## src/rtl/lc3_ea_ctrl_pkg.sv

```systemverilog
// lc3_ea_ctrl_pkg: opcodes, FSM encodings and field widths for the LC-3 EA sequencer
package lc3_ea_ctrl_pkg;
  localparam logic [3:0] OP_BR = 4'h0, OP_ADD = 4'h1, OP_LD = 4'h2, OP_ST = 4'h3;
  localparam logic [3:0] OP_JSR = 4'h4, OP_AND = 4'h5, OP_LDR = 4'h6, OP_STR = 4'h7;
  localparam logic [3:0] OP_RTI = 4'h8, OP_NOT = 4'h9, OP_LDI = 4'hA, OP_STI = 4'hB;
  localparam logic [3:0] OP_JMP = 4'hC, OP_RES = 4'hD, OP_LEA = 4'hE, OP_TRAP = 4'hF;
  localparam logic [1:0] S_IDLE = 2'd0, S_CALC = 2'd1, S_IND_REQ = 2'd2, S_OUT = 2'd3;
  localparam int W_OFF6 = 6, W_OFF9 = 9, W_OFF11 = 11;
  function automatic logic is_ind(input logic [3:0] op);
    return op == OP_LDI || op == OP_STI;
  endfunction
endpackage

```

## src/rtl/lc3_ea_ctrl_sext.sv

```systemverilog
// sext: sign-extend a W-bit field to AW bits
module sext #(
  parameter int W  = 6,
  parameter int AW = 16
) (
  input  logic [W-1:0]  in_i,
  output logic [AW-1:0] out_o
);
  assign out_o = {{(AW-W){in_i[W-1]}}, in_i};
endmodule

```

## src/rtl/lc3_ea_ctrl.sv

```systemverilog
// lc3_ea_ctrl: LC-3 effective-address sequencer; LC3_INDIRECT_EN builds the LDI/STI pointer read
module lc3_ea_ctrl
  import lc3_ea_ctrl_pkg::*;
#(
  parameter int AW = 16
) (
  input  logic          clk,
  input  logic          rst,
  input  logic          ir_valid_i,
  output logic          ir_ready_o,
  input  logic [15:0]   ir_i,
  input  logic [AW-1:0] pc_i,
  output logic [2:0]    reg_sel_o,
  input  logic [AW-1:0] reg_data_i,
  output logic          mem_req_o,
  output logic [AW-1:0] mem_addr_o,
  input  logic          mem_ack_i,
  input  logic [AW-1:0] mem_rdata_i,
  output logic          ea_valid_o,
  input  logic          ea_ready_i,
  output logic [AW-1:0] ea_o,
  output logic          ea_err_o
);
  logic [1:0]    state_q, state_d;
  logic [15:0]   ir_q;
  logic [AW-1:0] pc_q, ea_q, ea_d, calc_ea, s6, s9, s11;
  logic          err_q, err_d, calc_err;
  logic [3:0]    op;
  assign op = ir_q[15:12];
  sext #(.W(W_OFF6),  .AW(AW)) u_sext6  (.in_i(ir_q[5:0]),  .out_o(s6));
  sext #(.W(W_OFF9),  .AW(AW)) u_sext9  (.in_i(ir_q[8:0]),  .out_o(s9));
  sext #(.W(W_OFF11), .AW(AW)) u_sext11 (.in_i(ir_q[10:0]), .out_o(s11));
  assign ir_ready_o = state_q == S_IDLE;
  assign reg_sel_o  = state_q == S_CALC ? ir_q[8:6] : 3'd0;
  assign ea_valid_o = state_q == S_OUT;
  assign ea_o       = ea_q;
  assign ea_err_o   = err_q;
`ifdef LC3_INDIRECT_EN
  assign mem_req_o  = state_q == S_IND_REQ;
  assign mem_addr_o = mem_req_o ? ea_q : '0;
`else
  logic unused_mem;
  assign unused_mem = ^{mem_ack_i, mem_rdata_i};
  assign mem_req_o  = 1'b0;
  assign mem_addr_o = '0;
`endif
  always_comb begin
    calc_ea  = '0;
    calc_err = 1'b0;
    case (op)
      OP_BR, OP_LD, OP_ST, OP_LEA: calc_ea = pc_q + s9;
      OP_LDI, OP_STI: begin
        calc_ea = pc_q + s9;
`ifndef LC3_INDIRECT_EN
        calc_err = 1'b1;
`endif
      end
      OP_JSR:         calc_ea = ir_q[11] ? pc_q + s11 : reg_data_i;
      OP_LDR, OP_STR: calc_ea = reg_data_i + s6;
      OP_JMP:         calc_ea = reg_data_i;
      OP_TRAP:        calc_ea = {{(AW-8){1'b0}}, ir_q[7:0]};
      default:        calc_err = 1'b1;
    endcase
  end
  always_comb begin
    state_d = state_q;
    ea_d    = ea_q;
    err_d   = err_q;
    case (state_q)
      S_IDLE: state_d = ir_valid_i ? S_CALC : S_IDLE;
      S_CALC: begin
        ea_d  = calc_ea;
        err_d = calc_err;
`ifdef LC3_INDIRECT_EN
        state_d = is_ind(op) ? S_IND_REQ : S_OUT;
`else
        state_d = S_OUT;
`endif
      end
`ifdef LC3_INDIRECT_EN
      S_IND_REQ: begin
        ea_d    = mem_ack_i ? mem_rdata_i : ea_q;
        state_d = mem_ack_i ? S_OUT : S_IND_REQ;
      end
`endif
      S_OUT:   state_d = ea_ready_i ? S_IDLE : S_OUT;
      default: state_d = S_IDLE;
    endcase
  end
  always_ff @(posedge clk) begin
    if (rst) begin
      state_q <= S_IDLE;
      ir_q    <= '0;
      pc_q    <= '0;
      ea_q    <= '0;
      err_q   <= 1'b0;
    end else begin
      state_q <= state_d;
      ea_q    <= ea_d;
      err_q   <= err_d;
      if (ir_valid_i && ir_ready_o) begin
        ir_q <= ir_i;
        pc_q <= pc_i;
      end
    end
  end
endmodule
```

## config.mk

```make
export PLATFORM = sky130hd
export DESIGN_NAME = lc3_ea_ctrl
export DESIGN_NICKNAME = d
export VERILOG_FILES = /design/src/rtl/lc3_ea_ctrl_pkg.sv /design/src/rtl/lc3_ea_ctrl_sext.sv /design/src/rtl/lc3_ea_ctrl.sv
export SDC_FILE = /design/constraint.sdc
export NUM_CORES = 1
export LEC_CHECK = 0
export ABC_CLOCK_PERIOD_IN_PS = 2990
export CORE_MARGIN = 2
export CORE_UTILIZATION = 51
export CTS_BUF_LIST = sky130_fd_sc_hd__clkbuf_4 sky130_fd_sc_hd__clkbuf_8
export CTS_CLUSTER_DIAMETER = 100
export CTS_CLUSTER_SIZE = 30
export DETAILED_ROUTE_END_ITERATION = 16
export GPL_TIMING_DRIVEN = 1
export MAX_ROUTING_LAYER = met4
export PLACE_DENSITY = 0.83
export SYNTH_ARGS = -nofsm -noshare
export SYNTH_HDL_FRONTEND = slang
export SYNTH_SLANG_ARGS = --single-unit
```

## constraint.sdc

```tcl
create_clock -name clk -period 2.99 [get_ports clk]
set_input_delay 0.598 -clock clk [delete_from_list [all_inputs] [get_ports clk]]
set_output_delay 0.598 -clock clk [all_outputs]
set_load 0.03 [all_outputs]
```

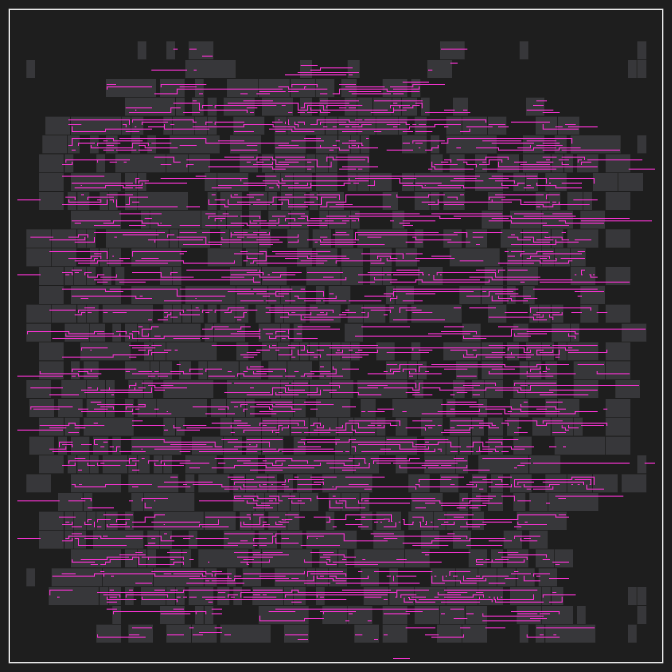
*The metal 1 layer*
Cells faint in the background.
The layer holds 46% of the routed length. The wires run mostly horizontal. The longest straight run is 28.1 um. 637 nets have wire on it. The layer carries 5,340 um of wire.
DR vias: 4,309
met1 usage in global routing: 37.2%
final wirelength: 11,500 um

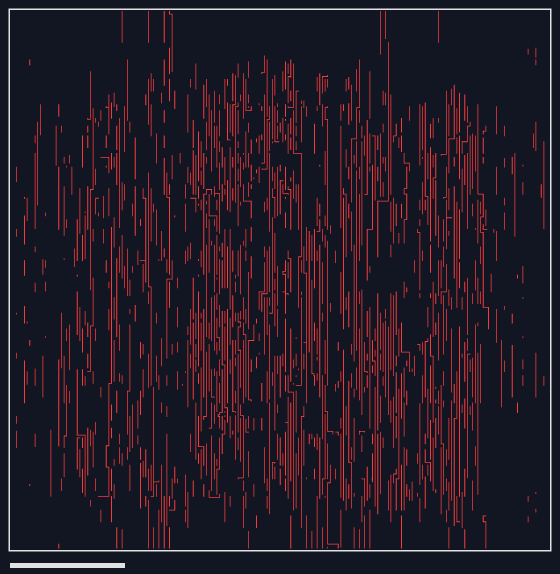
*M2 wires*
Bar = 20 um.
581 nets have wire on it. The layer carries 5,040 um of wire. The wires run mostly vertical. The longest straight run is 31.3 um.
routing usage on met2: 41.0%

## power by group
group	internal (mW)	switching [mW]
registers	0.729	0.0587
logic	0.325	0.446
clock network	0.178	0.263
total	1.23	0.768
## critical path, cell delays in order
cell and delay (ns):
clkdlybuf4s50_1 0.43, ha_1 0.26, fa_1 0.41, a211o_1 0.31, a21oi_2 0.20, o2bb2ai_2 0.18, buf_4 0.15, xnor2_1 0.06
a222oi_1 0.32, a221oi_1 0.12
## through the flow
stage	cells	TNS, ns	setup WS, ns	cell area, um2
detailed placement	710	-1.03	-0.288	4980
global placement	710	-0.431	-0.141	4980
floorplan	557	0	0.401	4210
global route	718	0	0.00163	5090
CTS	718	0	0.0526	5070
finish	718	0	0.126	5090
==> run notes <==
fresh numbers from the pnr run: clock network share of area=1.82%, status=finished, final reports clean, Leak=2.08 nW, htree depth=2, layout cells sized above 1=6.33%, synth warn=0, Min Hold Slack=0.465 ns, worst hold-check path type=reg -> reg, Seq. cell area=1020 um2, Max Freq=349 MHz, register area share after synthesis=about a quarter, 1st-iter DRT viols=344, Critical path origin=reg_data_i[0], Data buffer area share=between 10% and 20%, Compound-Gate Fraction of Synth Area=31.1%, Layout Area Growth over Synthesis=22.5%, top sig layer=met4, first-pass GRT wire length=18,600 um, slew margin rel.=41.6%, met3 Use GR=around 3.7%, PortBufs=73, Worst-Margin Slew=approximately 0.87 ns, Comb/total area=57.5%, CP Launch Type=input port, adder share=11.8%, final setup fails=0, post-layout util=65.1%, post-synthesis async set-or-reset flop share=0%, cell type with the largest total area=dfxtp_1, Min-Delay Path Depth=2, CTS tree=built, GRT overflow=0, # Post-CTS Setup Buffers=0, ANT cells=0, top cell category=multi-input combinational cells, number of global-route vias before repair=3,845, Max Clock Skew=0.0108 ns, die area=8880 um2, CLK BUF=6, max_cap viols=0, most used flip-flop cell=dfxtp_1, Dominant comb cell=AND-OR/OR-AND gates, EDFF count, synth=0, comb_multi_in=451, CP Class=in -> reg, Area contributors post-synth=dfxtp_1 25%, ha_1 11%, nand2_1 9.3%, Most Used Layer, Global Route=met2, worst hold path startpoint=ea_o[0], Max Slew Vio Count=0, routability cong.=0.929, buffers outside the clock class=around 90, CTS Buffer Depth=2, most frequent cell after synthesis=nand2_1, Synth Area in XOR/XNOR=a little over 5%, reg2reg path depth=8, Simple-Gate Area Share=roughly a fifth, Well Taps=102, final-report hold violation count=0, vias per std cell=6.00, FFs & Latches=51, Comb area=2930 um2, flop share of the area=20.1%, Clock Latency Late Sink=0.32 ns, Rows=32, clk slew on worst S/H paths=0.11 ns, Clock Root Buffer=clkbuf_8, drt drc=0, Core ar.=7810 um2, Worst Hold End=ea_o[0], drt pass-1 iters=7, IO Pins=108, CTS Sinks=51, final net count=722, top fanout value on the critical path=4, Routed met2 length=5040 um, Distinct lib cells used=69, Mux area share=0.512%, fin crit period=~2.9 ns, Antenna Nets Post-Route=0, synthesized area=4150 um2, Chip Area, Yosys=a little over 4000 um2, Total Power=2.00 mW, initial antenna violation count=0, GRT Overall Usage=26.5%, Cells after Synth=541, Top Layout Cells=103 x nand2_1, 73 x clkdlybuf4s50_1, 71 x a21oi_1, PD cells=393 nW/um2, Die X=94.2 um, ys flops=51, cycle use final=95.8%, die height=between 90 and 100 um, WL met3=968 um, fill cell total of the finished layout=681, hold_buf cts=0, most numerous logic cell after layout=nand2_1, cell count listed in synth_stat.txt=~540, RSZ-0062 raised after global routing=no, crit path capture type=flip-flop, crit path to=ea_o[8], fp util=53.2%, Critical R2R Launch=ir_q[5], largest net degree at the start of global routing=approximately 46, Metal-1 WL=~5300 um, top cells by count=103 x nand2_1, 72 x a21oi_1, 51 x dfxtp_1, 36 x ha_1, 23 x o21ai_0, Syn Area/Cell=7.67 um2, VDD IR max=0.000275 V, Non-clk invs=16, cts bufs inserted=5, Critical Path AT=between 3 and 4 ns, Tool Warnings=43, Resized cells post-CTS=0, Critical Path RT=3.16 ns, setup slack, reg-to-reg=0.17 ns, end of the worst register-to-register path=ea_o[13], Max-area cell share=24.6%, DP Wirelength=8710 um, post-DR wirelength/cell=16.0 um
Power and IR drop assume default switching activity.
